**Run 1: metal 1**

Scale bar: 20 um.
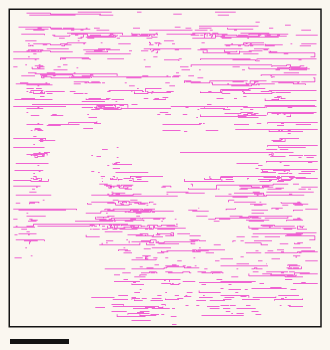
**Run 1: zoomed window**

Scale bar: 20 um. Region (28, 51) to (78, 101) um. Cells in gray, sequential cells in the stronger gray; small squares are vias.
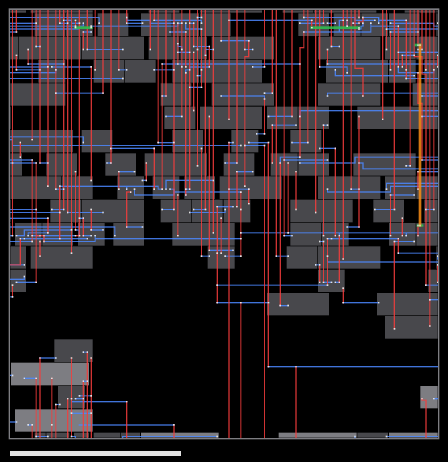
**Run 1: I/O pins on the die edge**

Scale bar: 20 um. Pins as bars across the die edge, other pins in gray.
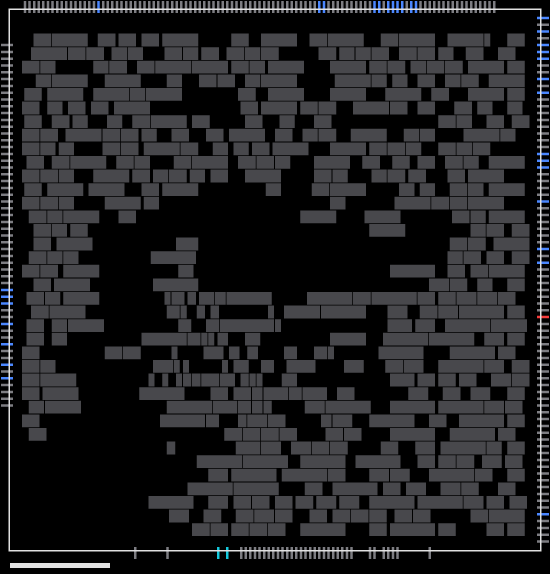
===== config.mk =====
export PLATFORM = sky130hd
export DESIGN_NAME = dmem_arbiter
export DESIGN_NICKNAME = d
export VERILOG_FILES = /design/src/rtl/dmem_pkg.sv /design/src/rtl/rr_arb2.sv /design/src/rtl/dmem_arbiter.sv
export SDC_FILE = /design/constraint.sdc
export NUM_CORES = 1
export LEC_CHECK = 0
export ABC_AREA = 0
export CORE_AREA = 2 2 104 106
export DETAILED_ROUTE_END_ITERATION = 10
export DIE_AREA = 0 0 106 108
export HOLD_SLACK_MARGIN = 0.1
export MAX_ROUTING_LAYER = met4
export PLACE_DENSITY = 0.7
export SLEW_MARGIN = 15
export SYNTH_ARGS = -nofsm -noshare
export SYNTH_HDL_FRONTEND = slang
export SYNTH_SLANG_ARGS = --single-unit
export TNS_END_PERCENT = 10

===== constraint.sdc =====
create_clock -name clk -period 4.3 [get_ports clk]
set_input_delay 0.86 -clock clk [delete_from_list [all_inputs] [get_ports clk]]
set_output_delay 0.86 -clock clk [all_outputs]
set_load 0.1 [all_outputs]

===== src/rtl/dmem_pkg.sv =====
// rtl/dmem_pkg.sv - shared widths, requester indices and arbiter FSM encoding for dmem_arbiter
package dmem_pkg;

  localparam int ADDR_W_DEF = 32;
  localparam int DATA_W_DEF = 32;
  localparam int DMEM_BYTES = 4096;
  localparam int RANGE_LSB  = $clog2(DMEM_BYTES);

  localparam int REQ_CPU = 0;
  localparam int REQ_DMA = 1;

  typedef enum logic {
    IDLE   = 1'b0,
    LOCKED = 1'b1
  } arb_state_t;

  function automatic logic [1:0] onehot2(input logic idx);
    return idx ? 2'b10 : 2'b01;
  endfunction

endpackage


===== src/rtl/rr_arb2.sv =====
// rtl/rr_arb2.sv - two-way round-robin pick with a bounded lock override for bursts
module rr_arb2
  import dmem_pkg::*;
#(
  parameter int MAX_LOCK = 8
) (
  input  logic       clk,
  input  logic       rst_n,
  input  logic [1:0] req,
  input  logic [1:0] lock,
  output logic [1:0] gnt
);

  localparam int CW = $clog2(MAX_LOCK + 1);
  localparam logic [CW-1:0] CNT_MAX = CW'(MAX_LOCK);

  arb_state_t    state, state_n;
  logic          prio, prio_n;
  logic          owner, owner_n;
  logic [CW-1:0] cnt, cnt_n, cnt_inc;
  logic          win;

  always_ff @(posedge clk or negedge rst_n) begin
    if (!rst_n) begin
      state <= IDLE;
      prio  <= 1'(REQ_CPU);
      owner <= 1'(REQ_CPU);
      cnt   <= '0;
    end else begin
      state <= state_n;
      prio  <= prio_n;
      owner <= owner_n;
      cnt   <= cnt_n;
    end
  end

  always_comb begin
    gnt     = 2'b00;
    state_n = state;
    prio_n  = prio;
    owner_n = owner;
    cnt_n   = cnt;
    cnt_inc = cnt + 1'b1;

    // A locked owner pre-empts; an idle owner lets the other port through.
    if (state == LOCKED && req[owner])
      gnt = onehot2(owner);
    else if (req == 2'b11)
      gnt = onehot2(prio);
    else
      gnt = req;

    if (!rst_n)
      gnt = 2'b00;

    win = gnt[1];
    if (|gnt)
      prio_n = ~win;

    case (state)
      IDLE: begin
        if (|gnt && lock[win]) begin
          owner_n = win;
          if (MAX_LOCK > 1) begin
            state_n = LOCKED;
            cnt_n   = CW'(1);
          end
        end
      end
      LOCKED: begin
        if (gnt[owner])
          cnt_n = cnt_inc;
        if (!lock[owner] || (gnt[owner] && cnt_inc >= CNT_MAX)) begin
          state_n = IDLE;
          cnt_n   = '0;
        end
      end
      default: state_n = IDLE;
    endcase
  end

endmodule


===== src/rtl/dmem_arbiter.sv =====
// rtl/dmem_arbiter.sv - shares single-port data memory between CPU and DMA requesters
// Optional DMEM_RANGE_CHECK_EN rejects accesses outside the 4 KiB window with err.
module dmem_arbiter
  import dmem_pkg::*;
#(
  parameter int ADDR_W   = ADDR_W_DEF,
  parameter int DATA_W   = DATA_W_DEF,
  parameter int MAX_LOCK = 8
) (
  input  logic              clk,
  input  logic              rst_n,
  input  logic [1:0]        req,
  input  logic [1:0]        we,
  input  logic [1:0]        lock,
  input  logic [ADDR_W-1:0] addr0,
  input  logic [ADDR_W-1:0] addr1,
  input  logic [DATA_W-1:0] wdata0,
  input  logic [DATA_W-1:0] wdata1,
  output logic [1:0]        gnt,
  output logic [1:0]        rvalid,
  output logic [DATA_W-1:0] rdata,
  output logic              err,
  output logic              memRead,
  output logic              memWrite,
  output logic [ADDR_W-1:0] address,
  output logic [DATA_W-1:0] writeData,
  input  logic [DATA_W-1:0] readData
);

  logic              win;
  logic              any;
  logic              is_load;
  logic              bad;
  logic [ADDR_W-1:0] sel_addr;
  logic [DATA_W-1:0] sel_wdata;

  rr_arb2 #(.MAX_LOCK(MAX_LOCK)) u_arb (
    .clk   (clk),
    .rst_n (rst_n),
    .req   (req),
    .lock  (lock),
    .gnt   (gnt)
  );

  assign any       = |gnt;
  assign win       = gnt[REQ_DMA];
  assign sel_addr  = win ? addr1 : addr0;
  assign sel_wdata = win ? wdata1 : wdata0;

`ifdef DMEM_RANGE_CHECK_EN
  assign bad = any && (sel_addr[ADDR_W-1:RANGE_LSB] != '0);
`else
  assign bad = 1'b0;
`endif

  assign is_load   = any && !we[win];
  assign memRead   = is_load && !bad;
  assign memWrite  = any && we[win] && !bad;
  assign address   = any ? sel_addr : '0;
  assign writeData = any ? sel_wdata : '0;

  // Rejected accesses answer like a load so the requester always gets closure.
  always_ff @(posedge clk or negedge rst_n) begin
    if (!rst_n) begin
      rvalid <= 2'b00;
      rdata  <= '0;
      err    <= 1'b0;
    end else begin
      rvalid <= (is_load || bad) ? onehot2(win) : 2'b00;
      err    <= bad;
      if (bad)
        rdata <= '0;
      else if (is_load)
        rdata <= readData;
    end
  end

endmodule


==> flow_summary.yaml, run 1 <==
# flow metrics
run_status:
  status: "complete, no violations"
route:
  wirelength_mm: 11.0
  drt_iter0_drc: 109
  firstDrtPassIters: 6
  drc: 0
  drt-wirelength-per-cell_um: 18.0
  via_per_inst: 4.62
  ant_nets: 0
  vias: 2810
clock_tree:
  cts_setup_buffers: 0
  cts_resized: 0
  clockBufferDepth: 2
  cts-root-buf: "clkbuf_8"
  clk_pin_slew_ps: 80
  numCtsBuffers: 5
  cts-htree-levels: 2
  cts.sinks: 41
  cts_hold_buffers: 0
final_layout:
  lay_top_count: "clkdlybuf4s50_1"
  regArea_um2: 1030
  syn_to_final_growth_pct: 151
  final_util_pct: 58.8
  lay_top_cells: "clkdlybuf4s50_1, buf_12, a22o_1"
  logic_area_um2: 1250
  diodes: 0
  nets: 641
  fillers: 827
  drive_gt1_share_pct: 23.1
floorplan:
  core_um2: 10200
  fp-utilization_pct: 23.4
  die_h_um: 108
  ioPinCount: 271
  die_area_um2: 11400
  die_w_um: 106
  rows: 37
global_route:
  grt_pass1_vias: 2944
  grt_max_degree: 53
  grt_usage_pct: 18.3
  overflow: 0
  grt_first_pass_wirelength_mm: 15.7
setup_path:
  cp_data_required_time_ps: 3440
  r2r-end: "rdata[20]$_DFFE_PN0P_"
  end_kind: "output port"
  cp_num_buf_inv: 3
  reg2reg_from: "u_arb.owner$_DFFE_PN0P_"
  crit_slowest_cell: "clkdlybuf4s50_1"
  path_max_fanout: 52
  critical_path_class: "in2out"
  cp-start-kind: "input port"
  cpPeakStageDelay_ps: 580
  cp_top_family: "buffers and inverters"
  reg2reg_depth: 6
  reg2reg_slack_ps: 2200
  cp.arrival_ps: 2720
placement:
  gp_congestion: 0.752
  io_buffers: 269
  dp_hpwl_mm: 9.25
timing:
  setup-violations-final: 0
  fmax_mhz: 279
  fin_setup_tns_ps: 0
  slew_headroom_pct: 32.0
  finalMaxSlewViolations: 0
  hold_viol_final: 0
  rsz0062_at_grt: "no"
  fin_skew_ps: 4.32
  min_period_ps: 3580
  finalCritPeriodShare_pct: 83.3
synthesis:
  synthesis.area_um2: 2400
  synth.avg_cell_area_um2: 11.5
  syn_nets: 378
  synth_cells: 209
  synthDistinctLibCells: 34
  ys_chip_area_um2: 2400
  synth_warnings: 0
  yosys_register_bits: 41
  synth_seq_share_pct: 42.8
  ys_cells: 209
power:
  power_density_nw_per_um2: 436
  peakVddDrop_uv: 336
  leakagePower_nw: 2.49
min_path:
  holdPathStages: 1
  min_from: "rdata[0]$_DFFE_PN0P_"
  hold_path_end: "rdata[0]$_DFFE_PN0P_"
  hp-class: "reg2reg"
flow_run:
  maxCapViolCount: 0
  warning_count: 26
Back to the opening pictures, 'metal 1':
- wire length on this layer: 4100 um
- longest straight run: 32.7 um
- nets with wire on the layer: 527
- main direction: horizontal

Back to the opening pictures, 'zoomed window':
- red: M2
- orange: M4
- green: M3
- blue: M1
- netlist names of flops here include: u_arb.cnt (2)
- most frequent: clkdlybuf4s50_1 (37), buf_12 (25), a22o_1 (21)
- sequential cells in the window: 2
- cells with their middle in the window: 87

Back to the opening pictures, 'I/O pins on the die edge':
- cyan: req (pins 2; direction input; edge south)
- red: memRead (pins 1; direction output; edge east)
- blue: wdata0 (pins 32; direction input; edge 14 east, 11 north, 7 west)
- all pins by edge: 103 north, 78 east, 54 west, 36 south

run 1: kinds of logic (layout without fill, tap and decap cells):
group | count (synthesis) | in the layout | share of synthesized area (%)
other cells | 1 | 1 | 0.156
mux | 36 | 36 | 16.8
simple gates | 24 | 24 | 5.27
xor+xnor | 1 | 1 | 0.365
fa+ha+maj | 1 | 1 | 0.522
flops | 41 | 41 | 42.8
buf+inv | 24 | 287 | 5.42
compound gates | 81 | 81 | 28.7
run 1: layout make-up:
type / instances / share of cell area [%]
Timing Repair Buffer: 276 / 57.3
Multi-Input combinational cell: 144 / 20.8
Sequential cell: 41 / 17.1
Tap cell: 136 / 2.83
Clock buffer: 5 / 1.14
Clock inverter: 2 / 0.583
Inverter: 4 / 0.250
run 1: how the worst max path moves through the flow:
stage	startpoint	cells after the start	end
4_1_cts	req[1]	7	address[14]
3_3_place_gp	req[1]	7	address[14]
5_1_grt	req[0]	6	writeData[9]
6_report	req[0]	6	address[7]
3_5_place_dp	req[1]	7	address[14]
2_1_floorplan	rst_n	5	writeData[21]
run 1: cell usage after synthesis, drive strengths merged:
cell type / number / area (um^2)
nand2b: 2 / 12.5
o211a: 1 / 10.0
a22oi: 1 / 7.51
nand3: 1 / 5.00
ha: 1 / 12.5
nor2: 4 / 15.0
a221oi: 1 / 8.76
o21ai: 2 / 21.3
mux2: 34 / 383
nor4b: 1 / 8.76
conb: 1 / 3.75
nand2: 8 / 30.0
o21bai: 1 / 7.51
inv: 3 / 11.3
and2: 2 / 12.5
nor2b: 4 / 25.0
clkinv: 1 / 3.75
xnor2: 1 / 8.76
nand4b: 1 / 8.76
a22o: 65 / 569
a21oi: 5 / 25.0
buf: 14 / 91.3
a21o: 3 / 22.5
clkbuf: 6 / 23.8
dfrtp: 41 / 1030
o31ai: 1 / 7.51
a311oi: 1 / 8.76
and3b: 1 / 8.76
mux2i: 2 / 20.0
run 1: per-layer routing:
metal | share of wire [%] | GRT usage [%] | vias up | routed length, um
met5 | 0 | - | - | 0
met4 | 0.87 | 3.10 | 0 | 95
met3 | 6.5 | 3.86 | 8 | 708
met1 | 37 | 20.6 | 1321 | 4100
li1 | - | - | 1330 | -
met2 | 55 | 34.1 | 151 | 6060
run 1: power by group:
group          internal (W)  total (W)  switching (W)
Combinational      0.000585    0.00181        0.00122
Sequential         0.000473   0.000520      0.0000478
Clock              0.000169   0.000296       0.000127
Total               0.00123    0.00262        0.00139
run 1: state kept, by name, indices dropped and copies added, names as in the netlist:
name / cells
rvalid: 2
u_arb.prio: 1
rdata: 32
u_arb.cnt: 4
u_arb.owner: 1
u_arb.state: 1
run 1: through the flow:
stage | area, um^2 | power, W | hold WS (ps) | instances | setup slack (ps)
after detailed placement | 5910 | 0.00234 | 482 | 601 | 706
after global placement | 5910 | 0.00232 | 474 | 601 | 741
after floorplan | 2400 | 0.00171 | 466 | 209 | 330
after CTS | 6010 | 0.00264 | 499 | 608 | 709
after global routing | 6010 | 0.00271 | 519 | 608 | 591
final | 6010 | 0.00262 | 500 | 608 | 720
==> run 2: changes to the inputs <==
Settings changed: CORE_AREA 2 2 104 106 to 2 2 105 107, DIE_AREA 0 0 106 108 to 0 0 107 109, PLACE_DENSITY 0.7 to 0.69.
Clock period 4.3 ns to 3.6 ns, I/O delays scaled along.
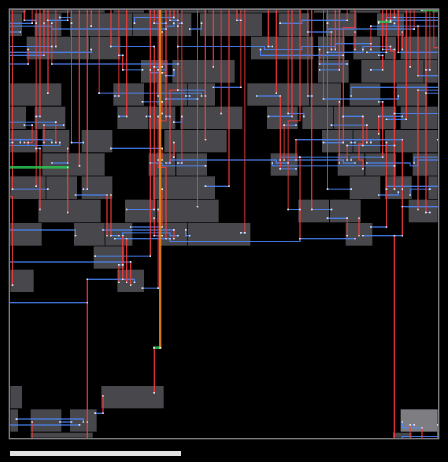
**Above:** run 2 (zoomed window).
Scale bar: 20 um. Region (28, 51) to (78, 101) um. Cells in gray, sequential cells in the stronger gray; small squares are vias.
- green: M3
- orange: M4
- blue: M1
- red: M2
- cells with their middle in the window: 72
- sequential cells in the window: 0
- most frequent: clkdlybuf4s50_1 (29), buf_12 (22), a22o_1 (20)

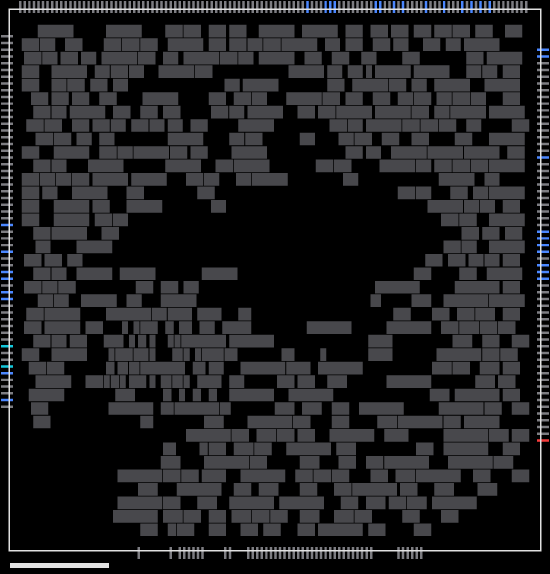
**Above:** run 2 (I/O pins on the die edge).
Scale bar: 20 um. Pins as bars across the die edge, other pins in gray.
- cyan: req (pins 2; direction input; edge west)
- blue: wdata0 (pins 32; direction input; edge 14 north, 10 east, 8 west)
- red: memRead (pins 1; direction output; edge east)

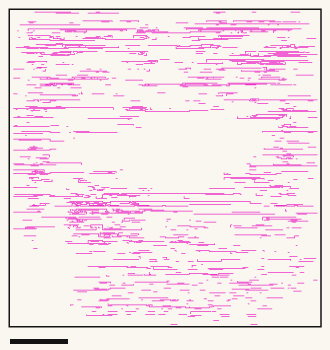
**Above:** run 2 (metal 1).
Scale bar: 20 um.
- wire length on this layer: 4020 um
- longest straight run: 40.7 um
final wirelength: 10.7 mm
Vias: 2828
M1 GR Usage: 20.2%

==> run 2 against run 1 <==
Effect of this change: critical endpoint is now writeData[19]; power is 18% higher; highest routed layer unchanged; sequential power is 19% higher; register-to-register slack worse by 740 ps; core utilization is 2.2 points lower; largest cell class unchanged; clock power is about 10% higher; via count is 0.64% higher; setup slack worse by 360 ps; combinational power is 19% higher; largest power group unchanged; count of clock-buffer cells in the layout is 2 higher; clock skew is 5.4 ps higher; sequential share of layout area is 0.057 points higher.
==> flow_summary.yaml, run 2 <==
# flow metrics
run_status:
  status: "complete, no violations"
setup_path:
  cp_data_required_time_ps: 2880
  end_kind: "output port"
  critical_path_class: "in2out"
  cp-start-kind: "input port"
final_layout:
  fillers: 908
  largest-register: "rdata"
  stdcell_count: 610
  regArea_um2: 1030
  final_util_pct: 56.5
  syn_to_final_growth_pct: 150
  logic_area_um2: 1250
  diodes: 0
power:
  internal_power_w: 0.00143
  peakVddDrop_uv: 291
  total_switching_power_w: 0.00166
  switching_share_pct: 53.7
  power_density_nw_per_um2: 517
  p_seq_share_pct: 20.0
timing:
  fin_skew_ps: 9.74
  finalMaxSlewViolations: 0
  finalCritPeriodShare_pct: 90.1
  min_period_ps: 3240
  fin_setup_tns_ps: 0
floorplan:
  die_area_um2: 11700
  fp-utilization_pct: 22.6
  rows: 38
  ioPinCount: 271
synthesis:
  synthDistinctLibCells: 34
  synth.avg_cell_area_um2: 11.5
  flop_cell: "dfrtp_1"
  yosysTopAreaCellShare_pct: 42.8
  synth_warnings: 0
  synthesis.area_um2: 2400
  topCellsByArea: "dfrtp_1, a22o_1, mux2_2, mux2_1, buf_2"
  syn_nets: 378
  yosysMostFrequentCell: "a22o_1"
  ys_async_sr_fraction_pct: 100
  ys_cells: 209
placement:
  io_buffers: 269
  dp_hpwl_mm: 8.84
  gp_congestion: 0.772
clock_tree:
  clk_pin_slew_ps: 80
  cts_resized: 0
  cts-root-buf: "clkbuf_8"
  clockBufferDepth: 2
  numCtsBuffers: 5
  cts_setup_buffers: 0
route:
  firstDrtPassIters: 4
  drt_iter0_drc: 140
  via_per_inst: 4.64
global_route:
  grt_max_degree: 69
  grt_first_pass_wirelength_mm: 15.5
  grt_usage_pct: 17.6
  grt_pass1_vias: 2966
flow_run:
  warning_count: 26
run 2: cell types whose count changed in the layout (fill, tap and decap cells not counted), sizes merged:
cell    change
bufinv      -1
clkbuf      +2
buf         -3
run 2: worst paths after layout:
check / start / endpoint / depth (start not counted)
min in group clk: rdata[26]$_DFFE_PN0P_ / rdata[26]$_DFFE_PN0P_ / 1
hold reg to reg: rdata[26]$_DFFE_PN0P_ / rdata[26]$_DFFE_PN0P_ / 1
setup reg to reg: u_arb.state$_DFF_PN0_ / rdata[23]$_DFFE_PN0P_ / 6
max in group asynchronous: rst_n / rdata[1]$_DFFE_PN0P_ / 2
hold / removal: rst_n / u_arb.prio$_DFFE_PN0P_ / 1
setup / recovery: req[1] / writeData[19] / 7
run 2: worst max-delay path, delay by kind of cell:
kind,cells,cell delay (ps)
buf+inv,4,1160
compound gates,2,460
simple gates,1,120
run 2: cell families after synthesis:
kind of cell | Yosys count | share of synthesized area [%]
buffers and inverters | 24 | 5.42
muxes | 36 | 16.8
other | 1 | 0.156
DFF | 41 | 42.8
adders and majority gates | 1 | 0.522
xor gates and xnor gates | 1 | 0.365
AOI/OAI and AO/OA | 81 | 28.7
and+or+nand+nor | 24 | 5.27
run 2: power by group through the flow:
stage               clock network, W  logic (W)  registers (W)
floorplan                          0   0.000716        0.00132
global placement                   0    0.00214       0.000622
detailed placement                 0    0.00216       0.000627
CTS                         0.000340    0.00216       0.000618
global route                0.000358    0.00221       0.000633
finish                      0.000327    0.00215       0.000617
run 2: per-stage QoR:
| step | instance area [um^2] | total power, W | hold WS, ps | setup WS (ps) |
|---|---|---|---|---|
| 6_report | 5990 | 0.00309 | 218 | 356 |
| 5_1_grt | 5990 | 0.00320 | 208 | 253 |
| 2_1_floorplan | 2400 | 0.00204 | 424 | 451 |
| 3_5_place_dp | 5890 | 0.00279 | 481 | 384 |
| 4_1_cts | 5990 | 0.00312 | 209 | 381 |
| 3_3_place_gp | 5890 | 0.00277 | 472 | 499 |
run 2: area by class of cell:
class                   instances  area share (%)
flip-flops and latches         41            17.1
well taps                     140            2.92
inverters                       4           0.251
clock inverters                 1          0.0835
repair buffers                273            57.1
multi-input cells             144            20.9
clock buffers                   7            1.61
run 2: routing by layer:
| metal | wire (um) | track usage, % | share of wire, % |
|---|---|---|---|
| met1 | 4020 | 20.2 | 38 |
| met2 | 5690 | 30.8 | 53 |
| met3 | 823 | 4.90 | 7.7 |
| met4 | 131 | 4.08 | 1.2 |
| met5 | 0 | - | 0 |
==> run 3: changes to the inputs <==
Settings changed: CAP_MARGIN from default to 25.
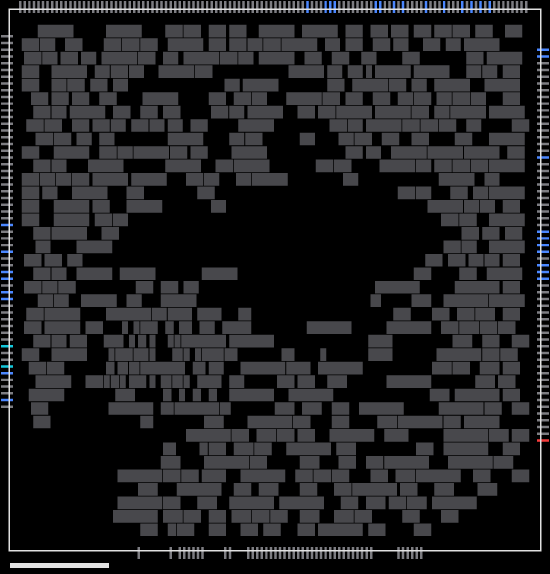
**Above:** run 3 (I/O pins on the die edge).
Scale bar: 20 um. Pins as bars across the die edge, other pins in gray.
- blue: wdata0 (pins 32; direction input; edge 14 north, 10 east, 8 west)
- cyan: req (pins 2; direction input; edge west)
- red: memRead (pins 1; direction output; edge east)
- all pins by edge: 112 north, 59 east, 56 west, 44 south

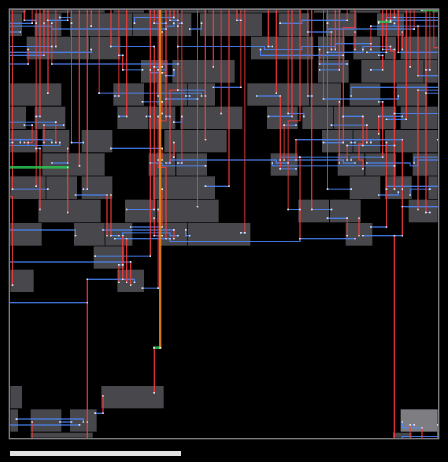
**Above:** run 3 (zoomed window).
Scale bar: 20 um. Region (28, 51) to (78, 101) um. Cells in gray, sequential cells in the stronger gray; small squares are vias.
- blue: M1
- orange: M4
- green: M3
- red: M2
- sequential cells in the window: 0
- most frequent: clkdlybuf4s50_1 (29), buf_12 (22), a22o_1 (20)
- cells with their middle in the window: 72

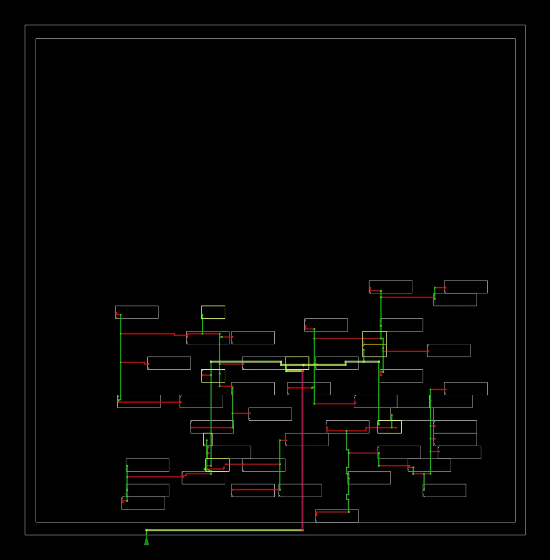
**Above:** run 3 (clock routing).
cts bufs inserted: 5
later-pin clock latency in the skew report: 290 ps
final clock skew: 9.74 ps
CLK BUF: 7

==> run 3 against run 2 <==
Effect of this change: via count stayed put; fmax did not move; setup slack did not move; final area did not move; non-clock buffer count is the same; hold slack did not move; critical path depth unchanged; count of clock-buffer cells in the layout stayed put; synthesized area stayed put; critical endpoint unchanged.
==> flow_summary.yaml, run 3 <==
# flow metrics
power:
  p_seq_share_pct: 20.0
  internal_power_w: 0.00143
  peakVddDrop_uv: 291
  power_density_nw_per_um2: 517
placement:
  gp_congestion: 0.772
  io_buffers: 269
  dp_hpwl_mm: 8.84
synthesis:
  yosysTopAreaCellShare_pct: 42.8
  edf_count: 0
  yosysTopAreaCell: "dfrtp_1"
  synth.avg_cell_area_um2: 11.5
  yosysMostFrequentCell: "a22o_1"
  syn_nets: 378
  synthDistinctLibCells: 34
final_layout:
  syn_to_final_growth_pct: 150
  largest_reg_flops: 32
  lay_top_cells: "clkdlybuf4s50_1, buf_12, a22o_1"
  reg_top3: "rdata (32), u_arb.cnt (4), rvalid (2)"
  largest-register: "rdata"
  lay_top_count: "clkdlybuf4s50_1"
floorplan:
  fp-utilization_pct: 22.6
  ioPinCount: 271
  die_h_um: 109
  die_w_um: 107
clock_tree:
  cts_resized: 0
  cts.sinks: 41
  cts-root-buf: "clkbuf_8"
setup_path:
  crit_start: "req[1]"
  reg2reg_slack_ps: 1460
  path_max_fanout: 66
  critPathCapture: "writeData[19]"
  reg2reg_depth: 6
  reg2reg_from: "u_arb.state$_DFF_PN0_"
route:
  drt-wirelength-per-cell_um: 17.5
  firstDrtPassIters: 4
global_route:
  overflow: 0
  grt_pass1_vias: 2966
  use_met2_pct: 30.8
  gr-usage-met3_pct: 4.90
min_path:
  hp-class: "in2async"
timing:
  rsz0062_at_grt: "no"
  fmax_mhz: 308
  finalMaxSlewViolations: 0
run_status:
  status: "complete, no violations"
flow_run:
  maxCapViolCount: 0
run 3: critical path: cells and delay by family:
family | cells | cell delay, ps
buffers and inverters | 4 | 1160
AOI/OAI and AO/OA | 2 | 460
and+or+nand+nor | 1 | 120
run 3: kinds of logic (layout without fill, tap and decap cells):
kind of cell	after synthesis	in the layout	share of synthesized area, %
buffers and inverters	24	285	5.42
adder cells (fa/ha/maj)	1	1	0.522
flip-flops	41	41	42.8
XOR/XNOR	1	1	0.365
AND/OR/NAND/NOR	24	24	5.27
multiplexers	36	36	16.8
other	1	1	0.156
AND-OR/OR-AND	81	81	28.7
run 3: cell type report:
| cell class | instances | area (um^2) | area share (%) |
|---|---|---|---|
| clock buffer | 7 | 96.3 | 1.61 |
| timing repair buffer | 273 | 3420 | 57.1 |
| tap | 140 | 175 | 2.92 |
| multi-input combinational | 144 | 1250 | 20.9 |
| sequential | 41 | 1030 | 17.1 |
| clock inverter | 1 | 5.00 | 0.0835 |
| inverter | 4 | 15.0 | 0.251 |
run 3: worst min path at each step:
stage / from / to / slack, ps / cells after the start
floorplan: rst_n / rdata[0]$_DFFE_PN0P_ / 420 / 0
global placement: rdata[27]$_DFFE_PN0P_ / rdata[27]$_DFFE_PN0P_ / 470 / 1
detailed placement: rdata[26]$_DFFE_PN0P_ / rdata[26]$_DFFE_PN0P_ / 480 / 1
CTS: rst_n / u_arb.prio$_DFFE_PN0P_ / 210 / 1
global route: rst_n / u_arb.prio$_DFFE_PN0P_ / 210 / 1
finish: rst_n / u_arb.prio$_DFFE_PN0P_ / 220 / 1
run 3: power by group through the flow:
stage          Clock, W  Sequential [W]  Combinational (W)
2_1_floorplan         0         0.00132           0.000716
3_3_place_gp          0        0.000622            0.00214
3_5_place_dp          0        0.000627            0.00216
4_1_cts        0.000340        0.000618            0.00216
5_1_grt        0.000358        0.000633            0.00221
6_report       0.000327        0.000617            0.00215
run 3: per-layer routing:
layer	wire length [um]	share of wire (%)
met1	4020	38
met2	5690	53
met3	823	7.7
met4	131	1.2
met5	0	0
run 3: per-stage QoR:
step | util, % | setup slack [ps] | cell area (um^2) | std cells | power [W]
2_1_floorplan | - | 451 | 2400 | 209 | 0.00204
3_3_place_gp | 55.5 | 499 | 5890 | 602 | 0.00277
3_5_place_dp | 55.5 | 384 | 5890 | 602 | 0.00279
4_1_cts | 56.5 | 381 | 5990 | 610 | 0.00312
5_1_grt | 56.5 | 253 | 5990 | 610 | 0.00320
6_report | 56.5 | 356 | 5990 | 610 | 0.00309
Power figures rest on the tool's default switching activity, not on a simulated workload.
